Fig. 1: run 1, placed standard cells
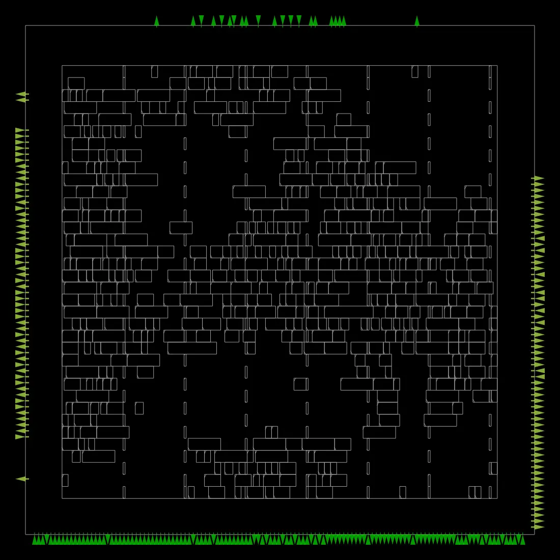
Fig. 2: run 1, met1 routing
(4 px per um) Supply wires on this layer in gray. Cells faint in the background.
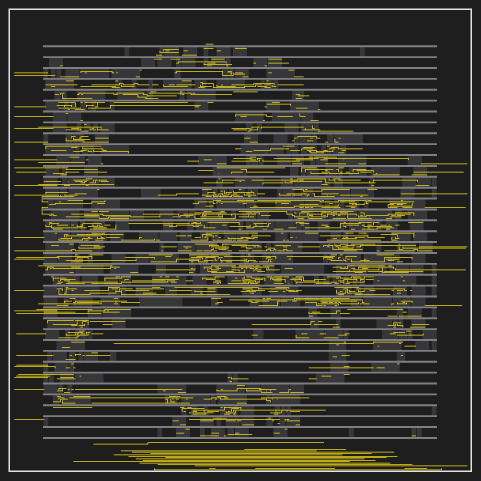
Fig. 3: run 1, wires at chosen ports, followed through buffers
(3 px per um)
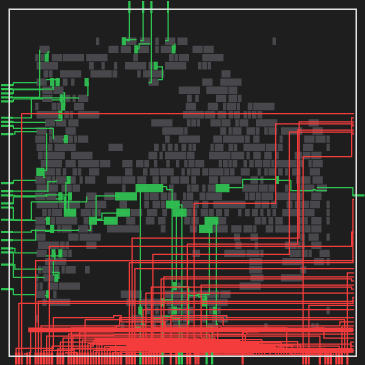
Fig. 4: run 1, cells by drive strength
(3 px per um)
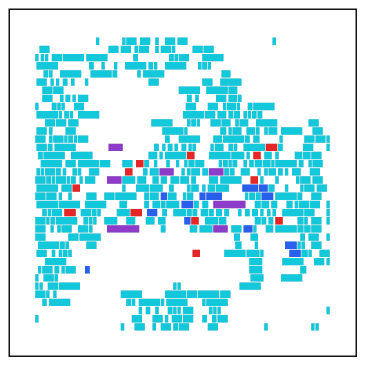
===== config.mk =====
export PLATFORM = sky130hd
export DESIGN_NAME = gcd_operand_loader
export DESIGN_NICKNAME = d
export VERILOG_FILES = /design/src/rtl/gcd_operand_loader.sv
export SDC_FILE = /design/constraint.sdc
export NUM_CORES = 1
export LEC_CHECK = 0
export ABC_CLOCK_PERIOD_IN_PS = 4600
export CORE_MARGIN = 8
export CORE_UTILIZATION = 36
export CTS_BUF_LIST = sky130_fd_sc_hd__clkbuf_8
export DETAILED_ROUTE_END_ITERATION = 10
export PLACE_DENSITY = 0.8
export REMOVE_ABC_BUFFERS = 1
export SLEW_MARGIN = 40
export SYNTH_ARGS = -nofsm -noshare
export SYNTH_HDL_FRONTEND = slang
export SYNTH_SLANG_ARGS = --single-unit

===== constraint.sdc =====
create_clock -name CLK -period 4.6 [get_ports CLK]
set_input_delay 1.38 -clock CLK [delete_from_list [all_inputs] [get_ports CLK]]
set_output_delay 1.38 -clock CLK [all_outputs]
set_load 0.02 [all_outputs]

===== src/rtl/gcd_operand_loader.sv =====
// AXI4 write-burst master: turns a (base address, beat count) command plus a
// word stream into one INCR burst, then reports BRESP on a one-cycle status pulse.
module gcd_operand_loader #(
    parameter int         ADDR_W = 32,
    parameter int         DATA_W = 64,
    parameter logic [3:0] AXI_ID = 4'd0
) (
    input  logic                  CLK,
    input  logic                  RESET,

    input  logic                  CMD_VALID,
    output logic                  CMD_READY,
    input  logic [ADDR_W-1:0]     CMD_ADDR,
    input  logic [7:0]            CMD_LEN,

    input  logic                  IN_VALID,
    output logic                  IN_READY,
    input  logic [DATA_W-1:0]     IN_DATA,

    output logic [3:0]            M_AXI_AWID,
    output logic [ADDR_W-1:0]     M_AXI_AWADDR,
    output logic [7:0]            M_AXI_AWLEN,
    output logic [2:0]            M_AXI_AWSIZE,
    output logic [1:0]            M_AXI_AWBURST,
    output logic                  M_AXI_AWLOCK,
    output logic [3:0]            M_AXI_AWCACHE,
    output logic [2:0]            M_AXI_AWPROT,
    output logic                  M_AXI_AWVALID,
    input  logic                  M_AXI_AWREADY,

    output logic [DATA_W-1:0]     M_AXI_WDATA,
    output logic [DATA_W/8-1:0]   M_AXI_WSTRB,
    output logic                  M_AXI_WLAST,
    output logic                  M_AXI_WVALID,
    input  logic                  M_AXI_WREADY,

    input  logic [3:0]            M_AXI_BID,
    input  logic [1:0]            M_AXI_BRESP,
    input  logic                  M_AXI_BVALID,
    output logic                  M_AXI_BREADY,

    output logic                  STS_VALID,
    output logic [1:0]            STS_RESP,
    output logic                  BUSY
);

    localparam int STRB_W = DATA_W / 8;
    localparam int SIZE   = $clog2(STRB_W);

    typedef enum logic [1:0] {
        S_IDLE,
        S_ADDR,
        S_DATA,
        S_RESP
    } state_t;

    state_t              r_state;
    logic [ADDR_W-1:0]   r_addr;
    logic [7:0]          r_len;
    logic [7:0]          r_beat;
    logic                r_awvalid;
    logic                r_bready;
    logic                r_sts_valid;
    logic [1:0]          r_sts_resp;

    logic [15:0]         w_bytes;
    logic [15:0]         w_end;
    logic                w_misalign;
    logic                w_cross;
    logic                w_reject;
    logic                w_in_data;
    logic                w_w_hs;
    logic                w_last;
    logic                w_unused;

    // Burst end offset within its 4KB page; ending exactly on the boundary is legal.
    assign w_bytes    = ({8'd0, CMD_LEN} + 16'd1) << SIZE;
    assign w_end      = {4'd0, CMD_ADDR[11:0]} + w_bytes;
    assign w_misalign = |CMD_ADDR[SIZE-1:0];
    assign w_cross    = w_end > 16'd4096;
    assign w_reject   = w_misalign | w_cross;

    assign w_in_data  = (r_state == S_DATA) && !RESET;
    assign w_last     = (r_beat == r_len);
    assign w_w_hs     = IN_VALID && M_AXI_WREADY;
    assign w_unused   = ^M_AXI_BID;

    always_ff @(posedge CLK) begin
        if (RESET) begin
            r_state     <= S_IDLE;
            r_addr      <= '0;
            r_len       <= '0;
            r_beat      <= '0;
            r_awvalid   <= 1'b0;
            r_bready    <= 1'b0;
            r_sts_valid <= 1'b0;
            r_sts_resp  <= 2'b00;
        end else begin
            r_sts_valid <= 1'b0;
            case (r_state)
                S_IDLE: begin
                    if (CMD_VALID) begin
                        r_addr <= CMD_ADDR;
                        r_len  <= CMD_LEN;
                        if (w_reject) begin
                            r_sts_valid <= 1'b1;
                            r_sts_resp  <= 2'b10;
                        end else begin
                            r_awvalid <= 1'b1;
                            r_state   <= S_ADDR;
                        end
                    end
                end
                S_ADDR: begin
                    if (M_AXI_AWREADY) begin
                        r_awvalid <= 1'b0;
                        r_beat    <= '0;
                        r_state   <= S_DATA;
                    end
                end
                S_DATA: begin
                    // Count stops at LEN so a 256-beat burst never wraps before WLAST.
                    if (w_w_hs) begin
                        if (w_last) begin
                            r_bready <= 1'b1;
                            r_state  <= S_RESP;
                        end else begin
                            r_beat <= r_beat + 8'd1;
                        end
                    end
                end
                S_RESP: begin
                    if (M_AXI_BVALID) begin
                        r_bready    <= 1'b0;
                        r_sts_valid <= 1'b1;
                        r_sts_resp  <= M_AXI_BRESP;
                        r_state     <= S_IDLE;
                    end
                end
                default: r_state <= S_IDLE;
            endcase
        end
    end

    assign CMD_READY     = (r_state == S_IDLE) && !RESET;
    assign BUSY          = (r_state != S_IDLE) && !RESET;
    assign STS_VALID     = r_sts_valid && !RESET;
    assign STS_RESP      = RESET ? 2'b00 : r_sts_resp;

    assign M_AXI_AWID    = AXI_ID;
    assign M_AXI_AWADDR  = r_addr;
    assign M_AXI_AWLEN   = r_len;
    assign M_AXI_AWSIZE  = 3'(SIZE);
    assign M_AXI_AWBURST = 2'b01;
    assign M_AXI_AWLOCK  = 1'b0;
    assign M_AXI_AWCACHE = 4'd0;
    assign M_AXI_AWPROT  = 3'd0;
    assign M_AXI_AWVALID = r_awvalid && !RESET;

    // Zero-latency pass-through: the stream source sees WREADY directly.
    assign M_AXI_WDATA   = IN_DATA;
    assign M_AXI_WSTRB   = {STRB_W{1'b1}};
    assign M_AXI_WVALID  = w_in_data && IN_VALID;
    assign M_AXI_WLAST   = w_in_data && w_last;
    assign IN_READY      = w_in_data && M_AXI_WREADY;

    assign M_AXI_BREADY  = r_bready && !RESET;

endmodule


==> results.md, run 1 <==
| Group | Quantity | Reported |
|:---|:---|:---|
| outcome | Result of the run | finished clean |
| global routing | Total congestion overflow after global routing | 0 |
| final layout | Final core utilization | 0.439 |
| clock tree | CTS H-tree depth | 2 |
| final timing | Slew headroom | 0.579 |
| synthesis | YS chip area | 0.00354 mm^2 |
| detailed routing | 1st-pass router iterations | 4 |
| final layout | Layout cells sized above 1 | 0.0656 |
| setup path | Endpoint of the worst-slack reg-to-reg timing path | r_state[1]$_SDFFE_PP0P_ |
| detailed routing | Antenna viol nets, final | 0 |
| setup path | Worst reg2reg path depth | 7 |
| final timing | Count of endpoints failing hold in the final timing report | 0 |
| setup path | Slowest cell on the critical path | sky130_fd_sc_hd__clkdlybuf4s50_1 |
| power and ir drop | Switching part of the total power | 0.308 |
| synthesis | Post-Synth AOI/OAI Area | 0.137 |
| synthesis | Synth Area per Inst | 7.76 um^2 |
| synthesis | Number of synthesis warnings | 0 |
| global routing | Total global-route track usage | 0.199 |
| synthesis | Share of the yosys chip area belonging to registers | 0.311 |
| final timing | Final TNS setup | 0 ps |
| detailed routing | Drt wl/cell | 21.9 um |
| clock tree | Root Buffer | sky130_fd_sc_hd__clkbuf_8 |
| setup path | Capture point of the critical path | r_sts_resp[0]$_SDFFE_PP0P_ |
| detailed routing | Detailed-routed wire length on met2 | 5.20 mm |
| final layout | Synthesis-to-finish area growth | 19.7% |
| power and ir drop | Power group with the largest share | registers |
| final layout | Top logic cell by instance count in the layout | sky130_fd_sc_hd__nand2_1 |
| power and ir drop | Flip-flop and latch power | 529 uW |
| synthesis | Distinct cell type count of the synthesized netlist | 50 |
| power and ir drop | P_clk | 379 uW |
| setup path | Beginning of the worst register-to-register path | r_beat[2]$_SDFFE_PP0P_ |
| power and ir drop | Maximum resistive drop on vdd | 153 uV |
| synthesis | Adder share | 0.0587 |
| detailed routing | Highest routing layer actually used | met5 |
| power and ir drop | Static Leakage | 1.62 nW |
| hold path | Hold WC Path Type | flop to flop |
| synthesis | Cell area after synthesis | 0.00354 mm^2 |
| global routing | Number of global-route vias before repair | 3,035 |
| synthesis | # Cells Yosys | 456 |
| final layout | Most instantiated logic cells after routing | sky130_fd_sc_hd__nand2_1, sky130_fd_sc_hd__clkdlybuf4s50_1, sky130_fd_sc_hd__dfxtp_1, sky130_fd_sc_hd__a21oi_1, sky130_fd_sc_hd__conb_1 |
| final timing | Final-report max-slew violation count | 0 |
| setup path | Worst setup SP type | primary input |
| hold path | Number of cells on the worst hold path | 2 |
| power and ir drop | Power density over the cells | 306 mW/mm^2 |
| final layout | Final clock-cell share | 0.0313 |
| hold path | Worst Min Path Start | M_AXI_AWADDR[22]$_SDFFE_PP0P_ |
| setup path | Critical Path Sink Type | flop |
| setup path | Arrival time of data at the critical path endpoint | 4490 ps |
| final layout | Multi-input combinational cell count | 312 |
| clock tree | Clock slew seen by the registers of the worst setup and hold paths | 100 ps |
| setup path | Data required time of the critical path | 4800 ps |
| setup path | Setup Crit Path Kind | primary input to flop |
| global routing | Layer with the highest usage after global routing | met2 |
| final layout | Reg area | 0.00110 mm^2 |
| synthesis | Post-synth tally of flip-flops with integrated enable | 0 |
| synthesis | Simple logic cell fraction of the synthesized area | 0.216 |
| setup path | Critical Path Max Stage Delay | 490 ps |
| clock tree | Setup Buffers After CTS | 0 |
| detailed routing | DRC violation count after routing | 0 |
| place | Post-Place Setup Slack | -4.41 ps |
| synthesis | Dominant cells by area after synthesis | sky130_fd_sc_hd__dfxtp_1, sky130_fd_sc_hd__buf_4, sky130_fd_sc_hd__nand2_1 |
| power and ir drop | Register share of total power | 0.408 |
| final layout | Number of flip-flops under the largest register name | 32 |
| global routing | Global-route wire length before repair | 19.2 mm |
| power and ir drop | Part of the total power dissipated in the clock network | 0.292 |
| setup path | Cell occurring most often along the worst timing path | sky130_fd_sc_hd__ha_1 |
| synthesis | Number of instances in the synthesized netlist | 456 |
| synthesis | Mux share | 0.00919 |
| final timing | Top achievable clock speed | 233 MHz |
| final timing | Post-route clock period utilization | 0.932 |
| final layout | Number of flip-flops and latches | 55 |
| job | OpenROAD warning count | 32 |
| setup path | Worst setup slack for register-to-register paths | 2190 ps |
| synthesis | Top cells by instance count after synthesis | sky130_fd_sc_hd__nand2_1, sky130_fd_sc_hd__buf_4, sky130_fd_sc_hd__a21oi_1, sky130_fd_sc_hd__dfxtp_1, sky130_fd_sc_hd__nor2_1 |
| detailed routing | Average vias per placed instance | 4.92 |
| global routing | Initial antenna violation count | 0 |
| final timing | Unrepaired setup endpoints after global routing | no |
| power and ir drop | Net Sw Power | 399 uW |
| synthesis | Flop and latch count out of synthesis | 55 |
| detailed routing | WL met1 | 4.81 mm |
| clock tree | Insertion delay at the late pin of the worst-skew pair | 310 ps |
| final timing | Endpoints failing setup | 0 |
| synthesis | Cell accounting for the most synthesized area | sky130_fd_sc_hd__dfxtp_1 |
| synthesis | Share of the synthesized netlist area taken by xor and xnor gates | 0.0520 |
| synthesis | Most repeated cell in the gate-level netlist after synthesis | sky130_fd_sc_hd__nand2_1 |
| final layout | Largest contributor to cell area by class | logic gates |
| setup path | Start point of the critical path | CMD_LEN[0] |
| final layout | Combinational gate area | 0.00177 mm^2 |
| clock tree | Number of hold buffers added after cts | 0 |
| place | Post-Place Cell Area | 0.00410 mm^2 |
| final timing | Fin crit period | 4290 ps |
| synthesis | Main flop type after synthesis | sky130_fd_sc_hd__dfxtp_1 |
| synthesis | Fraction of synthesis flops using an asynchronous set or reset pin | 0 |
| final layout | Total non-filler cell area in the finished layout | 0.00423 mm^2 |
| global routing | Global-route met2 utilization | 0.267 |
| clock tree | TritonCTS clock tree | yes |
| power and ir drop | PnR Total Power | 1.30 mW |
| final layout | Invs w/o clock | 6 |
| final layout | Antenna cells | 0 |
| detailed routing | Met3 wire len | 3.34 mm |
| detailed routing | Number of violations reported at the end of detailed-routing iteration 0 | 169 |
| power and ir drop | Comb pwr | 389 uW |
| final timing | Final Hold Slack | 458 ps |
| die | Die area | 0.0133 mm^2 |
| die | Tap cell count | 133 |
| final layout | Number of nets in the finished design | 620 |
| place | Hpwl dp | 11.5 mm |
| setup path | Chain of cells forming the critical path | clkdlybuf4s50_1 > ha_1 > nand3_1 > nor2_1 > xor2_1 > ha_1 > buf_4 > nand2_1 > nand2b_1 > or2_2 > o211ai_1 > o2111ai_2 > a21oi_1 > mux2_2 |
| place | Instance count after placement with tap cells included | 613 |
| clock tree | Post-cts gate resize count | 0 |
| power and ir drop | Internal power contribution | 897 uW |
| die | Initial core utilization | 0.367 |
| hold path | Hold endpoint | M_AXI_AWADDR[22]$_SDFFE_PP0P_ |
| clock tree | Number of sinks on the clock net | 55 |
| final timing | Transition time at the pin with the least slew margin | 630 ps |
| setup path | Family with the most delay on the worst path | simple AND/OR/NAND/NOR gates |
| power and ir drop | Logic gate share of total power | 0.300 |
| synthesis | Area share, top type | 0.311 |
| final timing | Clk_skew | 9.79 ps |
| job | Max-capacitance violation count | 0 |
| clock tree | Maximum clock path buffer count | 2 |
| setup path | WP buf/inv | 2 |
| place | Weighted congestion at the end of routability-driven global placement | 0.875 |
| setup path | Max Fanout on Critical Path | 4 |
| global routing | Maximum number of pins on one net before global-route repair | 50 |
| synthesis | Main logic family after synthesis | simple AND/OR/NAND/NOR gates |
| setup path | Worst path depth | 14 |
| die | Chip width | 115 um |
| clock tree | TritonCTS buffer count | 5 |
| final layout | Fraction of area in non-clock buffers | 0.246 |
| final layout | Comb area share | 0.418 |
| final layout | Clock Buffer Count | 5 |
| die | Floorplan die height | 115 um |
| global routing | GR Layer Usage met3 | 0.226 |
## Picture notes: Fig. 1
area of the core region: 0.00964 mm^2
post-route insts no fill: 621
count of filler cells inserted in the layout: 982
Std-Cell Rows: 36
fraction of area in registers: 0.260

## Picture notes: Fig. 2
main direction: horizontal
share of all routed wire: 35%
Via Count: 3,053
final wirelength: 13.6 mm
met1 Resource Use GR: 0.199

## Picture notes: Fig. 3
legend:
  CMD_ADDR:
    color: green
    bits: 32
    direction: input
    edge: 21 left, 6 bottom, 4 top, 1 right
    end_cells: 43
    buffers: 32
    wire: 942 um
  IN_DATA:
    color: red
    bits: 64
    direction: input
    edge: bottom
    end_cells: 0
    buffers: 0
    wire: 4,840 um
count of buffers from port buffering: 98
number of I/O pins: 256

## Picture notes: Fig. 4
legend:
  x6 and larger:
    color: purple
    cells: 7
    share: 1.4%
    most_used: clkbuf_8
  x3 and x4:
    color: red
    cells: 12
    share: 2.5%
    most_used: buf_4
  x2:
    color: blue
    cells: 13
    share: 2.7%
    most_used: or2_2
  x1 and smaller:
    color: cyan
    cells: 456
    share: 93%
    most_used: nand2_1
Plain + repair buffers: 107
final worst slack: 312 ps

==> run 2, diff against run 1 <==
--- a/config.mk
+++ b/config.mk
@@ -6,12 +6,15 @@
 export NUM_CORES = 1
 export LEC_CHECK = 0
 export ABC_CLOCK_PERIOD_IN_PS = 4600
+export CELL_PAD_IN_SITES_DETAIL_PLACEMENT = 0
+export CELL_PAD_IN_SITES_GLOBAL_PLACEMENT = 1
 export CORE_MARGIN = 8
-export CORE_UTILIZATION = 36
+export CORE_UTILIZATION = 24
 export CTS_BUF_LIST = sky130_fd_sc_hd__clkbuf_8
 export DETAILED_ROUTE_END_ITERATION = 10
-export PLACE_DENSITY = 0.8
+export PLACE_DENSITY = 0.81
 export REMOVE_ABC_BUFFERS = 1
+export SKIP_LAST_GASP = 1
 export SLEW_MARGIN = 40
 export SYNTH_ARGS = -nofsm -noshare
 export SYNTH_HDL_FRONTEND = slang
Fig. 5: run 2, wires at chosen ports, followed through buffers
(3 px per um)
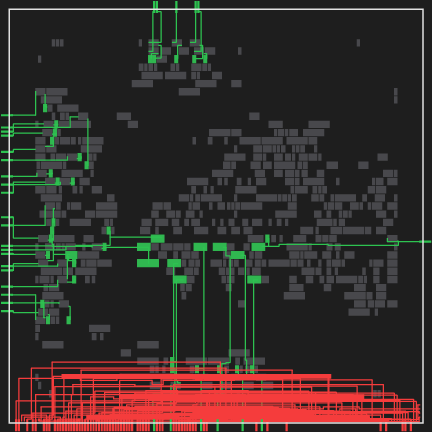
legend:
  CMD_ADDR:
    color: green
    bits: 32
    direction: input
    edge: 20 left, 6 bottom, 5 top, 1 right
    end_cells: 43
    buffers: 32
    wire: 977 um
  IN_DATA:
    color: red
    bits: 64
    direction: input
    edge: bottom
    end_cells: 0
    buffers: 0
    wire: 4,740 um

Fig. 6: run 2, cells by drive strength
(3 px per um)
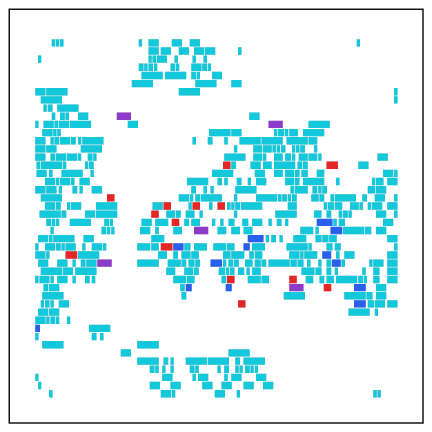
legend:
  x3 and x4:
    color: red
    cells: 14
    share: 2.9%
    most_used: buf_4
  x2:
    color: blue
    cells: 13
    share: 2.7%
    most_used: or2_2
  x6 and larger:
    color: purple
    cells: 5
    share: 1.0%
    most_used: clkbuf_8
  x1 and smaller:
    color: cyan
    cells: 455
    share: 93%
    most_used: nand2_1
synthesis-to-finish area growth: 20.1%
Plain + repair buffers: 108
final worst slack: 260 ps
total non-filler cell area in the finished layout: 0.00425 mm^2

==> results.md, run 2 <==
| Group | Quantity | Reported | Change |
|:---|:---|:---|:---|
| power and ir drop | P_clk | 272 uW | was 379 uW |
| final layout | Multi-input combinational cell count | 312 | unchanged |
| global routing | Layer with the highest usage after global routing | met2 | unchanged |
| final layout | Final core utilization | 0.293 | was 0.439 |
| power and ir drop | PnR Total Power | 1.19 mW | was 1.30 mW |
| setup path | Max Fanout on Critical Path | 6 | was 4 |
| power and ir drop | Internal power contribution | 783 uW | was 897 uW |
| setup path | WP buf/inv | 2 | unchanged |
| hold path | Hold endpoint | M_AXI_AWADDR[19]$_SDFFE_PP0P_ | was M_AXI_AWADDR[22]$_SDFFE_PP0P_ |
| power and ir drop | Flip-flop and latch power | 531 uW | was 529 uW |
| clock tree | Number of hold buffers added after cts | 0 | unchanged |
| setup path | Family with the most delay on the worst path | AND-OR/OR-AND gates | was simple AND/OR/NAND/NOR gates |
| final layout | Number of flip-flops and latches | 55 | unchanged |
| power and ir drop | Part of the total power dissipated in the clock network | 0.228 | was 0.292 |
| die | Die area | 0.0189 mm^2 | was 0.0133 mm^2 |
| synthesis | Adder share | 0.0587 | unchanged |
| detailed routing | Highest routing layer actually used | met5 | unchanged |
| setup path | Capture point of the critical path | r_state[1]$_SDFFE_PP0P_ | was r_sts_resp[0]$_SDFFE_PP0P_ |
| final layout | Reg area | 0.00110 mm^2 | unchanged |
| final layout | Largest contributor to cell area by class | logic gates | unchanged |
| place | Hpwl dp | 11.4 mm | was 11.5 mm |
| setup path | Data required time of the critical path | 4850 ps | was 4800 ps |
| clock tree | Root Buffer | sky130_fd_sc_hd__clkbuf_8 | unchanged |
| final layout | Number of flip-flops under the largest register name | 32 | unchanged |
| power and ir drop | Power group with the largest share | registers | unchanged |
| synthesis | Mux share | 0.00919 | unchanged |
| final layout | Comb area share | 0.416 | was 0.418 |
| setup path | Chain of cells forming the critical path | clkdlybuf4s50_1 > ha_1 > nand3_1 > xnor2_1 > ha_1 > a21o_1 > a31oi_1 > a21oi_1 > nor3_1 > o2111ai_2 > buf_4 > a31oi_1 > mux2i_1 | was clkdlybuf4s50_1 > ha_1 > nand3_1 > nor2_1 > xor2_1 > ha_1 > buf_4 > nand2_1 > nand2b_1 > or2_2 > o211ai_1 > o2111ai_2 > a21oi_1 > mux2_2 |
| synthesis | Top cells by instance count after synthesis | sky130_fd_sc_hd__nand2_1, sky130_fd_sc_hd__buf_4, sky130_fd_sc_hd__a21oi_1, sky130_fd_sc_hd__dfxtp_1, sky130_fd_sc_hd__nor2_1 | unchanged |
| clock tree | TritonCTS buffer count | 5 | unchanged |
| synthesis | Dominant cells by area after synthesis | sky130_fd_sc_hd__dfxtp_1, sky130_fd_sc_hd__buf_4, sky130_fd_sc_hd__nand2_1 | unchanged |
| setup path | Beginning of the worst register-to-register path | r_beat[0]$_SDFFE_PP0P_ | was r_beat[2]$_SDFFE_PP0P_ |
| final timing | Unrepaired setup endpoints after global routing | no | unchanged |
| place | Count of buffers from port buffering | 98 | unchanged |
| synthesis | Cell accounting for the most synthesized area | sky130_fd_sc_hd__dfxtp_1 | unchanged |
| place | Post-Place Cell Area | 0.00417 mm^2 | was 0.00410 mm^2 |
| synthesis | Cell area after synthesis | 0.00354 mm^2 | unchanged |
| place | Instance count after placement with tap cells included | 665 | was 613 |
| place | Post-Place Setup Slack | -50.7 ps | was -4.41 ps |
| die | Std-Cell Rows | 44 | was 36 |
| global routing | Initial antenna violation count | 1 | was 0 |
| final timing | Post-route clock period utilization | 0.944 | was 0.932 |
| final timing | Fin crit period | 4340 ps | was 4290 ps |
| hold path | Hold WC Path Type | flop to flop | unchanged |
| detailed routing | Number of violations reported at the end of detailed-routing iteration 0 | 186 | was 169 |
| final timing | Transition time at the pin with the least slew margin | 679 ps | was 630 ps |
| die | Chip width | 137 um | was 115 um |
| synthesis | # Cells Yosys | 456 | unchanged |
| synthesis | Distinct cell type count of the synthesized netlist | 50 | unchanged |
| setup path | Worst reg2reg path depth | 7 | unchanged |
| global routing | Met1 Resource Use GR | 0.176 | was 0.199 |
| final timing | Slew headroom | 0.546 | was 0.579 |
| final timing | Endpoints failing setup | 0 | unchanged |
| synthesis | Most repeated cell in the gate-level netlist after synthesis | sky130_fd_sc_hd__nand2_1 | unchanged |
| synthesis | Post-synth tally of flip-flops with integrated enable | 0 | unchanged |
| power and ir drop | Switching part of the total power | 0.343 | was 0.308 |
| die | Tap cell count | 184 | was 133 |
| clock tree | Post-cts gate resize count | 0 | unchanged |
| job | OpenROAD warning count | 32 | unchanged |
| detailed routing | Drt wl/cell | 21.3 um | was 21.9 um |
| power and ir drop | Maximum resistive drop on vdd | 130 uV | was 153 uV |
| hold path | Worst Min Path Start | M_AXI_AWADDR[19]$_SDFFE_PP0P_ | was M_AXI_AWADDR[22]$_SDFFE_PP0P_ |
| die | Initial core utilization | 0.244 | was 0.367 |
| die | Floorplan die height | 137 um | was 115 um |
| global routing | Number of global-route vias before repair | 3,049 | was 3,035 |
| global routing | Global-route wire length before repair | 20.4 mm | was 19.2 mm |
| detailed routing | Detailed-routed wire length on met2 | 4.98 mm | was 5.20 mm |
| place | Weighted congestion at the end of routability-driven global placement | 0.830 | was 0.875 |
| final layout | Final clock-cell share | 0.0180 | was 0.0313 |
| clock tree | Setup Buffers After CTS | 0 | unchanged |
| synthesis | Main logic family after synthesis | simple AND/OR/NAND/NOR gates | unchanged |
| detailed routing | DRC violation count after routing | 0 | unchanged |
| setup path | Start point of the critical path | CMD_LEN[0] | unchanged |
| clock tree | CTS H-tree depth | 2 | unchanged |
| final timing | Final TNS setup | 0 ps | unchanged |
| setup path | Worst path depth | 13 | was 14 |
| detailed routing | Via Count | 3,095 | was 3,053 |
| clock tree | Maximum clock path buffer count | 2 | unchanged |
| synthesis | Post-Synth AOI/OAI Area | 0.137 | unchanged |
| power and ir drop | Comb pwr | 389 uW | about the same |
| outcome | Result of the run | finished clean | unchanged |
| setup path | Worst setup slack for register-to-register paths | 2160 ps | was 2190 ps |
| clock tree | Insertion delay at the late pin of the worst-skew pair | 330 ps | was 310 ps |
| synthesis | Number of instances in the synthesized netlist | 456 | unchanged |
| final timing | Final-report max-slew violation count | 0 | unchanged |
| final layout | Post-route insts no fill | 671 | was 621 |
| power and ir drop | Static Leakage | 1.60 nW | was 1.62 nW |
No activity file was given, so power comes from the tool's default toggle rates.
